--- config.mk ---
export PLATFORM = sky130hd
export DESIGN_NAME = tone_gen
export DESIGN_NICKNAME = d
export VERILOG_FILES = /design/src/rtl/tone_gen_pkg.sv /design/src/rtl/tone_gen_half_lut.sv /design/src/rtl/tone_gen.sv
export SDC_FILE = /design/constraint.sdc
export NUM_CORES = 1
export LEC_CHECK = 0
export CORE_MARGIN = 2
export CORE_UTILIZATION = 30
export DETAILED_ROUTE_END_ITERATION = 6
export GPL_ROUTABILITY_DRIVEN = 0
export GPL_TIMING_DRIVEN = 0
export PLACE_DENSITY = 0.47
export SLEW_MARGIN = 20
export SYNTH_ARGS = -nofsm -noshare
export SYNTH_HDL_FRONTEND = slang
export SYNTH_SLANG_ARGS = --single-unit
--- constraint.sdc ---
create_clock -name CLK -period 3.2 [get_ports CLK]
set_input_delay 0.8 -clock CLK [delete_from_list [all_inputs] [get_ports CLK]]
set_output_delay 0.8 -clock CLK [all_outputs]
set_load 0.005 [all_outputs]
--- src/rtl/tone_gen_pkg.sv ---
// Shared constants for the tone generator: note codes, half-period constants
// at 100 MHz, and the playback FSM encoding.
package tone_gen_pkg;

    localparam logic [3:0] NOTE_C5   = 4'd0;
    localparam logic [3:0] NOTE_B    = 4'd1;
    localparam logic [3:0] NOTE_A    = 4'd2;
    localparam logic [3:0] NOTE_G    = 4'd3;
    localparam logic [3:0] NOTE_F    = 4'd4;
    localparam logic [3:0] NOTE_E    = 4'd5;
    localparam logic [3:0] NOTE_D    = 4'd6;
    localparam logic [3:0] NOTE_C4   = 4'd7;
    localparam logic [3:0] NOTE_NONE = 4'd8;

    localparam logic [17:0] HALF_C4 = 18'd191113;
    localparam logic [17:0] HALF_D  = 18'd170265;
    localparam logic [17:0] HALF_E  = 18'd151686;
    localparam logic [17:0] HALF_F  = 18'd143172;
    localparam logic [17:0] HALF_G  = 18'd127551;
    localparam logic [17:0] HALF_A  = 18'd113636;
    localparam logic [17:0] HALF_B  = 18'd101239;
    localparam logic [17:0] HALF_C5 = 18'd95557;

    typedef enum logic [1:0] {
        ST_IDLE = 2'd0,
        ST_PLAY = 2'd1,
        ST_GAP  = 2'd2
    } tone_state_e;

    function automatic logic note_valid(input logic [3:0] code);
        return code <= NOTE_C4;
    endfunction

endpackage

--- src/rtl/tone_gen_half_lut.sv ---
// Combinational note code to half-period lookup, scaled down by DIV_SHIFT.
module tone_half_lut
    import tone_gen_pkg::*;
#(
    parameter int DIV_SHIFT = 0
) (
    input  logic [3:0]  code,
    output logic [17:0] half
);

    logic [17:0] half_raw;

    always_comb begin
        unique case (code)
            NOTE_C5: half_raw = HALF_C5;
            NOTE_B:  half_raw = HALF_B;
            NOTE_A:  half_raw = HALF_A;
            NOTE_G:  half_raw = HALF_G;
            NOTE_F:  half_raw = HALF_F;
            NOTE_E:  half_raw = HALF_E;
            NOTE_D:  half_raw = HALF_D;
            NOTE_C4: half_raw = HALF_C4;
            // Silent codes are never loaded into the counter.
            default: half_raw = 18'd0;
        endcase
        half = half_raw >> DIV_SHIFT;
    end

endmodule

--- src/rtl/tone_gen.sv ---
// Square-wave speaker driver: plays the registered note code, switching notes
// only at half-period boundaries with a silent gap between different notes.
module tone_gen
    import tone_gen_pkg::*;
#(
    parameter int GAP_CYCLES = 500000,
    parameter int DIV_SHIFT  = 0
) (
    input  logic       CLK,
    input  logic       RESET,
    input  logic [3:0] note,
    input  logic       MUTE,
    output logic       SPEAKER,
    output logic       sounding,
    output logic [3:0] cur_note
);

    localparam logic [18:0] GAP_LOAD = 19'(GAP_CYCLES - 1);

    tone_state_e state_q, state_d;
    logic [18:0] cnt_q, cnt_d;
    logic        spk_q, spk_d;
    logic [3:0]  cur_note_q, cur_note_d;
    logic [3:0]  note_q, note_d;

    logic [3:0]  lut_code;
    logic [17:0] half;
    logic [18:0] half_load;
    logic        change_pending;

    // PLAY reloads from the note in progress; IDLE and GAP start the incoming one.
    assign lut_code = (state_q == ST_PLAY) ? cur_note_q : note_q;

    tone_half_lut #(.DIV_SHIFT(DIV_SHIFT)) u_half_lut (
        .code (lut_code),
        .half (half)
    );

    always_comb begin
        note_d         = (MUTE || note > NOTE_NONE) ? NOTE_NONE : note;
        half_load      = {1'b0, half} - 19'd1;
        change_pending = (note_q != cur_note_q);
    end

    // NOTE: synchronous reset inside the clocked block; <= keeps every flop
    // sampling pre-edge values regardless of statement order.
    always_ff @(posedge CLK) begin
        if (RESET) begin
            state_q    <= ST_IDLE;
            cnt_q      <= '0;
            spk_q      <= 1'b0;
            cur_note_q <= NOTE_NONE;
            note_q     <= NOTE_NONE;
        end else begin
            state_q    <= state_d;
            cnt_q      <= cnt_d;
            spk_q      <= spk_d;
            cur_note_q <= cur_note_d;
            note_q     <= note_d;
        end
    end

    always_comb begin
        // NOTE: hold-by-default assignments first, so no path infers a latch.
        state_d    = state_q;
        cnt_d      = cnt_q;
        spk_d      = spk_q;
        cur_note_d = cur_note_q;

        unique case (state_q)
            ST_IDLE, ST_GAP: begin
                spk_d      = 1'b0;
                cur_note_d = NOTE_NONE;
                if (state_q == ST_GAP && cnt_q != '0) begin
                    cnt_d = cnt_q - 19'd1;
                end else if (note_valid(note_q)) begin
                    state_d    = ST_PLAY;
                    cur_note_d = note_q;
                    spk_d      = 1'b1;
                    cnt_d      = half_load;
                end else begin
                    state_d = ST_IDLE;
                end
            end
            ST_PLAY: begin
                if (cnt_q != '0) begin
                    cnt_d = cnt_q - 19'd1;
                end else if (!change_pending) begin
                    spk_d = ~spk_q;
                    cnt_d = half_load;
                end else begin
                    // Forcing low rather than toggling lets a low phase run on into the gap.
                    spk_d      = 1'b0;
                    cur_note_d = NOTE_NONE;
                    if (note_valid(note_q)) begin
                        state_d = ST_GAP;
                        cnt_d   = GAP_LOAD;
                    end else begin
                        state_d = ST_IDLE;
                        cnt_d   = '0;
                    end
                end
            end
            default: begin
                state_d    = ST_IDLE;
                spk_d      = 1'b0;
                cur_note_d = NOTE_NONE;
                cnt_d      = '0;
            end
        endcase
    end

    always_comb begin
        SPEAKER  = spk_q;
        sounding = (state_q == ST_PLAY);
        cur_note = cur_note_q;
    end

endmodule

### Nets reached from selected ports, run 1

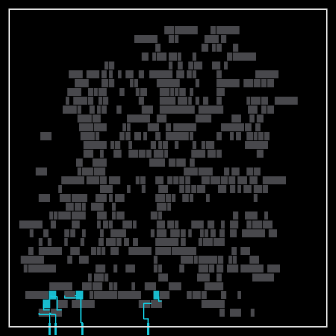
color	port	direction	edge	end cells	buffers	wire
cyan	note	input	bottom	4	4	51.4 µm
num ports: 13
count of input and output buffers: 11

### Local utilization, run 1

The die is cut into 10 by 10 equal tiles; black is low, pale yellow is high, 0 to 100% covered.
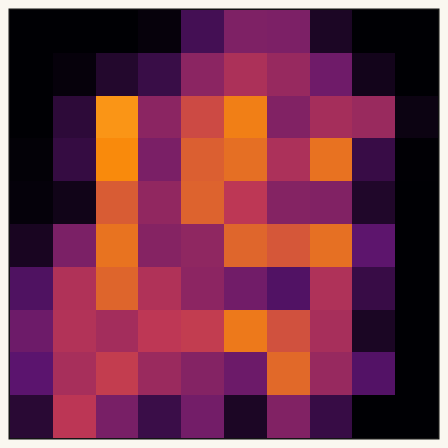
densest ninth of the die	center
nearly empty tiles	20%
emptiest ninth of the die	upper left
fullest tile	77%
mean over tiles	30%
fin util: 0.3483
Init Core Util: 0.3040
core area: 8593 µm²

### Cell outlines without signal wires, run 1

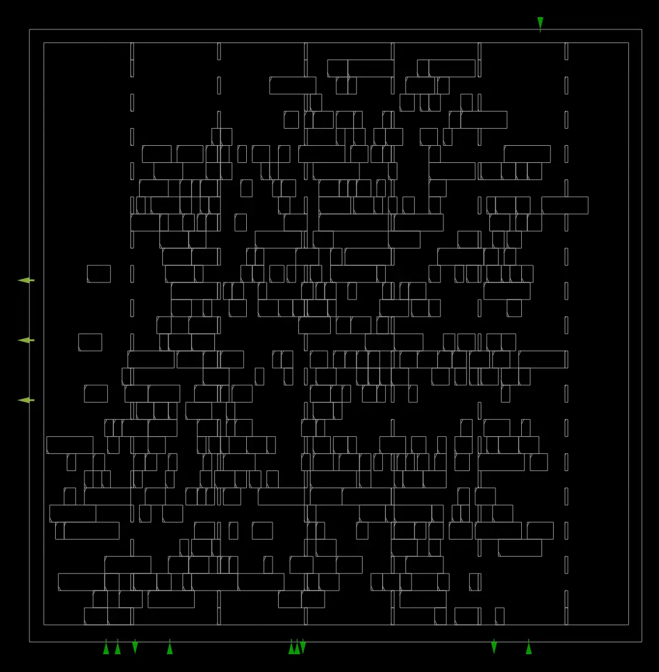
Tapcell Cnt: 108
Rows: 34
Final Non-Filler Cells: 473
sequential cell area share: 0.2019

### Gate-type map, run 1

The bar under the picture is 20 µm long.
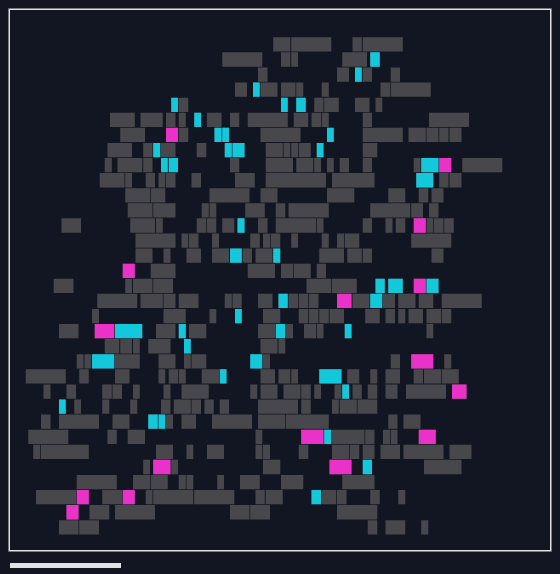
color	family	cells	most used
magenta	and/or cells	16	and2_1
cyan	nand cells	43	nand2_1
Commonest Layout Cell: nor2_1
combinational share of cell area: 0.6258

==> reports/summary.txt, run 1 <==
Hold Path Depth: 2
tool warnings: 34
Non-clk bufs: 33
post-synthesis cell count: 348
drt first pass iters: 5
CTS tree: yes
GRT met2 Usage: 0.3018
first-pass GRT wire length: 14170 µm
grt ovf: 0
FF+latch area: 604.3 µm²
Reg-to-Reg Start: state_q[0]
Critical R2R Capture: cnt_q[16]
HP Class: reg -> reg
CTS root buffer: clkbuf_8
crit share post-route: 0.9326
largest cell class by area: logic gates
die height: 97.32 µm
total power: 0.001427 W
gr busiest metal: met2
FF-to-FF setup slack: 220 ps
met3 GRT Util: 0.02230
Post-CTS Setup Repair Bufs: 0
CP delay by family, top: AND-OR/OR-AND gates
Clock group: 0.000399 W
Yosys top cell area share: 0.2299
antenna violations before repair: 0
Latency at later pin: 300 ps
wire length on met1: 3952 µm
CP endpoint: cnt_q[16]
share of cells above drive strength 1: 0.09315
Synth area leader: dfxtp_1
count leader, synth: nor2_1
Placed Cells: 467
area after detailed placement: 2858 µm²
ys async rst share: 0
Hold-fix buffers, CTS: 0
post-layout min period: 2984 ps
Max IR drop VDD: 183.1 µV
Post-Syn Area: 2613 µm²
Resize count post-CTS: 4
highest-power group: combinational logic
internal power: 0.0008543 W
dpl hpwl: 6588 µm
switching part of the total: 0.4011
worst path bufs/invs: 3
vias per cell: 5.772
cells along the critical path: nand2b_4 -> inv_1 -> buf_4 -> nor2_1 -> a21o_1 -> ha_1 -> a211oi_4 -> inv_1 -> ha_1 -> a211oi_1 -> o31a_1 -> mux2i_1 -> o221ai_1 -> nor3_1
Vias: 2730
CP Max Fanout: 10
Comb gates: 278
Filler cells: 949
ClkCell Share: 0.03679
Switch Pwr: 0.0005722 W
hold path start: cnt_q[9]
Final Skew: 13.52 ps
EDFF count, synth: 0
Yosys warnings: 0
met1 usage: 0.2650
sequential share of power: 0.314
Register-to-Register Path Depth: 14
Yosys Instances: 348
RSZ-0062 raised after global routing: no
# DRC: 0
Setup WS post-layout: 215.6 ps
highest routed layer: met4
Synth flops: 30
type of origin of the critical path: flip-flop
Tot GR Track Use: 0.1876
Inverters: 16
post-route cell area: 2993 µm²
status: finished clean
CTS H-tree lvls: 2
buffering overhead: 0.07023
Required @ worst endpoint: 3360 ps
setup TNS: 0 ps
hold path endpoint: cnt_q[9]
Worst Tran Pin Value: 780.1 ps
Place WS: -578.7 ps
main flop type: dfxtp_1
Area Overhead vs Synth: 14.56%
crit end category: flip-flop
pin count of the biggest net entering global routing: 11
YS chip area: 2613 µm²
sequential power: 0.000448 W
Cell variety after synth: 70
die width: 97.32 µm
clk buf depth: 2
kind of critical path: reg -> reg
crit path launch: state_q[0]
DR WL/cell: 18.50 µm
Met3 Wirelength: 569 µm
most frequent cells in the layout: nor2_1 (38), o21ai_0 (33), dfxtp_1 (29)
# setup viols final: 0
vias in the first global route: 2538
Flop Count: 30
clkbuf count: 6
die area: 9471 µm²
fmax: 0.3351 GHz
Routed Wire Length: 8750 µm
met2 wire len: 4088 µm
Net Count, Synth: 366
CP max stage cell: dfxtp_4
Slew Viols, Final: 0
top cells by area: dfxtp_1 (23%), o21ai_0 (6.3%), nor2_1 (5.5%)
Power Density: 476.6 nW/µm²
# diodes: 0
CP arrival: 3140 ps
Synth top cells by count: nor2_1 (38), o21ai_0 (33), dfxtp_1 (30)
max cap viols: 0
Crit path largest cell delay: 420 ps
Comb power: 0.000579 W
First DRT Iteration DRCs: 222
sequential share of the synthesized area: 0.2299
final hold violation count: 0
Pleak: 1.081 nW
logic area: 1873 µm²
Final nets: 382
CTS Buf Count: 5
clock sinks: 30
Max transition margin: 0.4775
syn_area_per_cell: 7.507 µm²
Worst path depth: 14
worst hold slack: 478.8 ps
Logic pwr share: 0.406
Reg clk slew, reported paths: 80 ps
Post-DRT Antenna Nets: 0
Clock Power Share: 0.280
[run 1: cell families (layout without fill, tap and decap cells)]
| kind of cell | count (synthesis) | in the layout | share of synthesized area |
|---|---|---|---|
| AOI/OAI and AO/OA | 124 | 124 | 0.3089 |
| DFF | 30 | 30 | 0.2299 |
| and+or+nand+nor | 119 | 119 | 0.2596 |
| xor gates and xnor gates | 16 | 16 | 0.05364 |
| buffers and inverters | 40 | 57 | 0.06274 |
| muxes | 8 | 8 | 0.03257 |
| adders and majority gates | 11 | 11 | 0.05268 |
[run 1: state kept, by name (all words and copies together) (netlist names)]
name      flops
state_q       2
SPEAKER       1
cur_note      4
cnt_q        19
note_q        4
==> inputs of run 2 (changes only) <==
CAP_MARGIN = 20   (was not set)
PLACE_DENSITY = 0.46   (was 0.47)
clock period = 3.5 ns   (was 3.2 ns; I/O delays follow)
### Local utilization, run 2

The die is cut into 10 by 10 equal tiles; black is low, pale yellow is high, 0 to 100% covered.
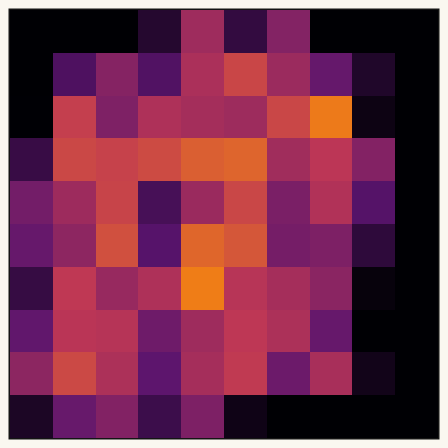
fullest tile	71%
nearly empty tiles	22%
emptiest ninth of the die	lower right
mean over tiles	30%
fin util: 0.3427

==> reports/summary.txt, run 2 <==
Vias: 2684
kind of critical path: reg -> reg
grt ovf: 0
CTS Buf Count: 5
type of origin of the critical path: flip-flop
CTS root buffer: clkbuf_8
max reg flops: 19
CP endpoint: cnt_q[12]
hold path endpoint: cnt_q[9]
Post-DRT Antenna Nets: 0
fmax: 0.3166 GHz
syn_area_per_cell: 7.507 µm²
crit path launch: state_q[0]
Rows: 34
Non-clk bufs: 32
Comb gates: 278
FF+latch area: 601.8 µm²
Placed Cells: 467
Worst path depth: 12
# diodes: 0
Synth area leader: dfxtp_1
Hold Path Depth: 2
worst hold slack: 477.4 ps
Synth top cells by count: nor2_1 (38), o21ai_0 (33), dfxtp_1 (30)
sequential cell area share: 0.2043
mux frac, synth: 0.03257
CTS H-tree lvls: 2
clk buf depth: 2
area after detailed placement: 2858 µm²
die width: 97.32 µm
clkbuf count: 7
logic area: 1852 µm²
CP Max Fanout: 12
Critical R2R Capture: cnt_q[12]
largest cell class by area: logic gates
vias per cell: 5.686
ClkCell Share: 0.03101
post-synthesis cell count: 348
drt first pass iters: 5
Post-Syn Area: 2613 µm²
worst path bufs/invs: 2
most frequent cells in the layout: nor2_1 (38), o21ai_0 (33), dfxtp_1 (29)
YS chip area: 2613 µm²
CTS tree: yes
Synth logic family: AND-OR/OR-AND gates
die height: 97.32 µm
num ports: 13
sequential share of the synthesized area: 0.2299
HP Class: reg -> reg
Cell variety after synth: 70
cells along the critical path: nand2b_1 -> inv_4 -> nor2_1 -> a21o_1 -> ha_1 -> a211oi_1 -> inv_1 -> ha_1 -> nand2_1 -> o21ai_0 -> a22oi_1 -> a21oi_1
vias in the first global route: 2633
Largest Register: cnt_q
CP max stage cell: dfxtp_2
crit share post-route: 0.9023
most used cell along the critical path: ha_1
clock sinks: 30
Max transition margin: 0.4441
Final Skew: 7.162 ps
Commonest Layout Cell: nor2_1
Synth flops: 30
CP arrival: 3320 ps
pin count of the biggest net entering global routing: 13
Yosys Instances: 348
first-pass GRT wire length: 14530 µm
RSZ-0062 raised after global routing: no
dpl hpwl: 6639 µm
Slew Viols, Final: 0
Reg clk slew, reported paths: 70 ps
Reg-to-Reg Start: state_q[0]
setup TNS: 0 ps
DR WL/cell: 18.65 µm
antenna violations before repair: 0
# setup viols final: 0
Required @ worst endpoint: 3660 ps
Yosys warnings: 0
hold path start: cnt_q[9]
Area Overhead vs Synth: 12.74%
First DRT Iteration DRCs: 259
count of input and output buffers: 11
Setup WS post-layout: 341.9 ps
status: finished clean
Register-to-Register Path Depth: 12
final hold violation count: 0
simple share: 0.2596
total power: 0.001248 W
top cells by area: dfxtp_1 (23%), o21ai_0 (6.3%), nor2_1 (5.5%)
Place WS: -265.7 ps
Yosys top cell area share: 0.2299
core area: 8593 µm²
crit end category: flip-flop
EDFF count, synth: 0
xor/xnor share: 0.05364
Net Count, Synth: 366
Crit path largest cell delay: 440 ps
count leader, synth: nor2_1
Max IR drop VDD: 135.4 µV
Tapcell Cnt: 108
CP delay by family, top: AND-OR/OR-AND gates
Power Density: 423.8 nW/µm²
share of cells above drive strength 1: 0.08791
tool warnings: 34
adder share: 0.05268
combinational share of cell area: 0.6287
Init Core Util: 0.3040
Routed Wire Length: 8802 µm
post-layout min period: 3158 ps
Latency at later pin: 290 ps
Final nets: 381
Worst Tran Pin Value: 830.0 ps
post-route cell area: 2945 µm²
die area: 9471 µm²
main flop type: dfxtp_1
Pleak: 1.060 nW
Tot GR Track Use: 0.1925
# DRC: 0
### Cell outlines without signal wires, run 2

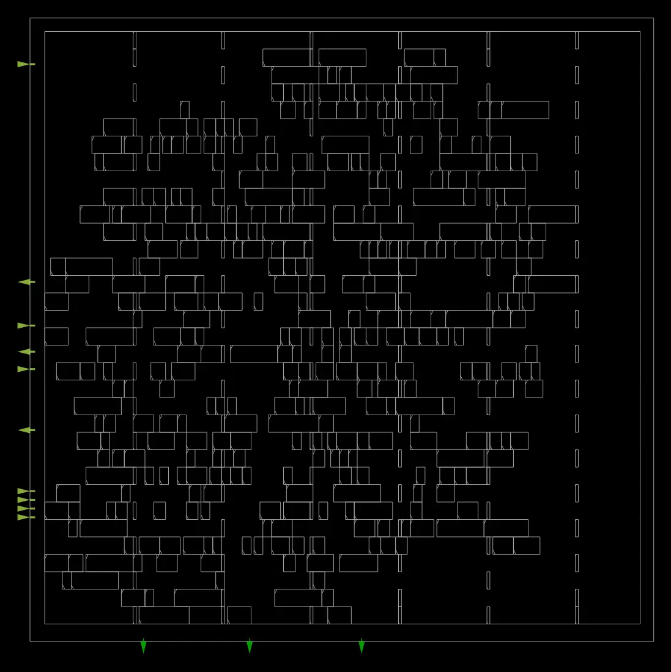
Filler cells: 938
Flop Count: 30
Final Non-Filler Cells: 472

[run 2: netlist changes by cell type in the layout (fill, tap and decap cells not counted), sizes merged]
cell and change:
clkinvlp -1, clkbuf +1, buf -1, bufinv -1
clkinv +1
[run 2: report_power, final]
part	switching (W)	internal [W]	leakage, nW
registers	0.0000370	0.000373	0.246
logic	0.000334	0.000194	0.766
clock network	0.000151	0.000159	0.0482
[run 2: layer usage]
layer	track usage	wire length (µm)	vias up	share of wire
li1	-	-	1323	-
met1	0.2652	4220	1268	0.48
met2	0.3093	4092	80	0.46
met3	0.02734	329	13	0.037
met4	0.06517	161	0	0.018
met5	0	0	-	0
[run 2: timing repair]
action / CTS / global route
setup endpoints to repair: 8 / 9
buffers inserted: 0 / 0
hold buffers: 0 / 0
hold endpoints to repair: 0 / 0
resized: 1 / 3
No activity file was given, so power comes from the tool's default toggle rates.
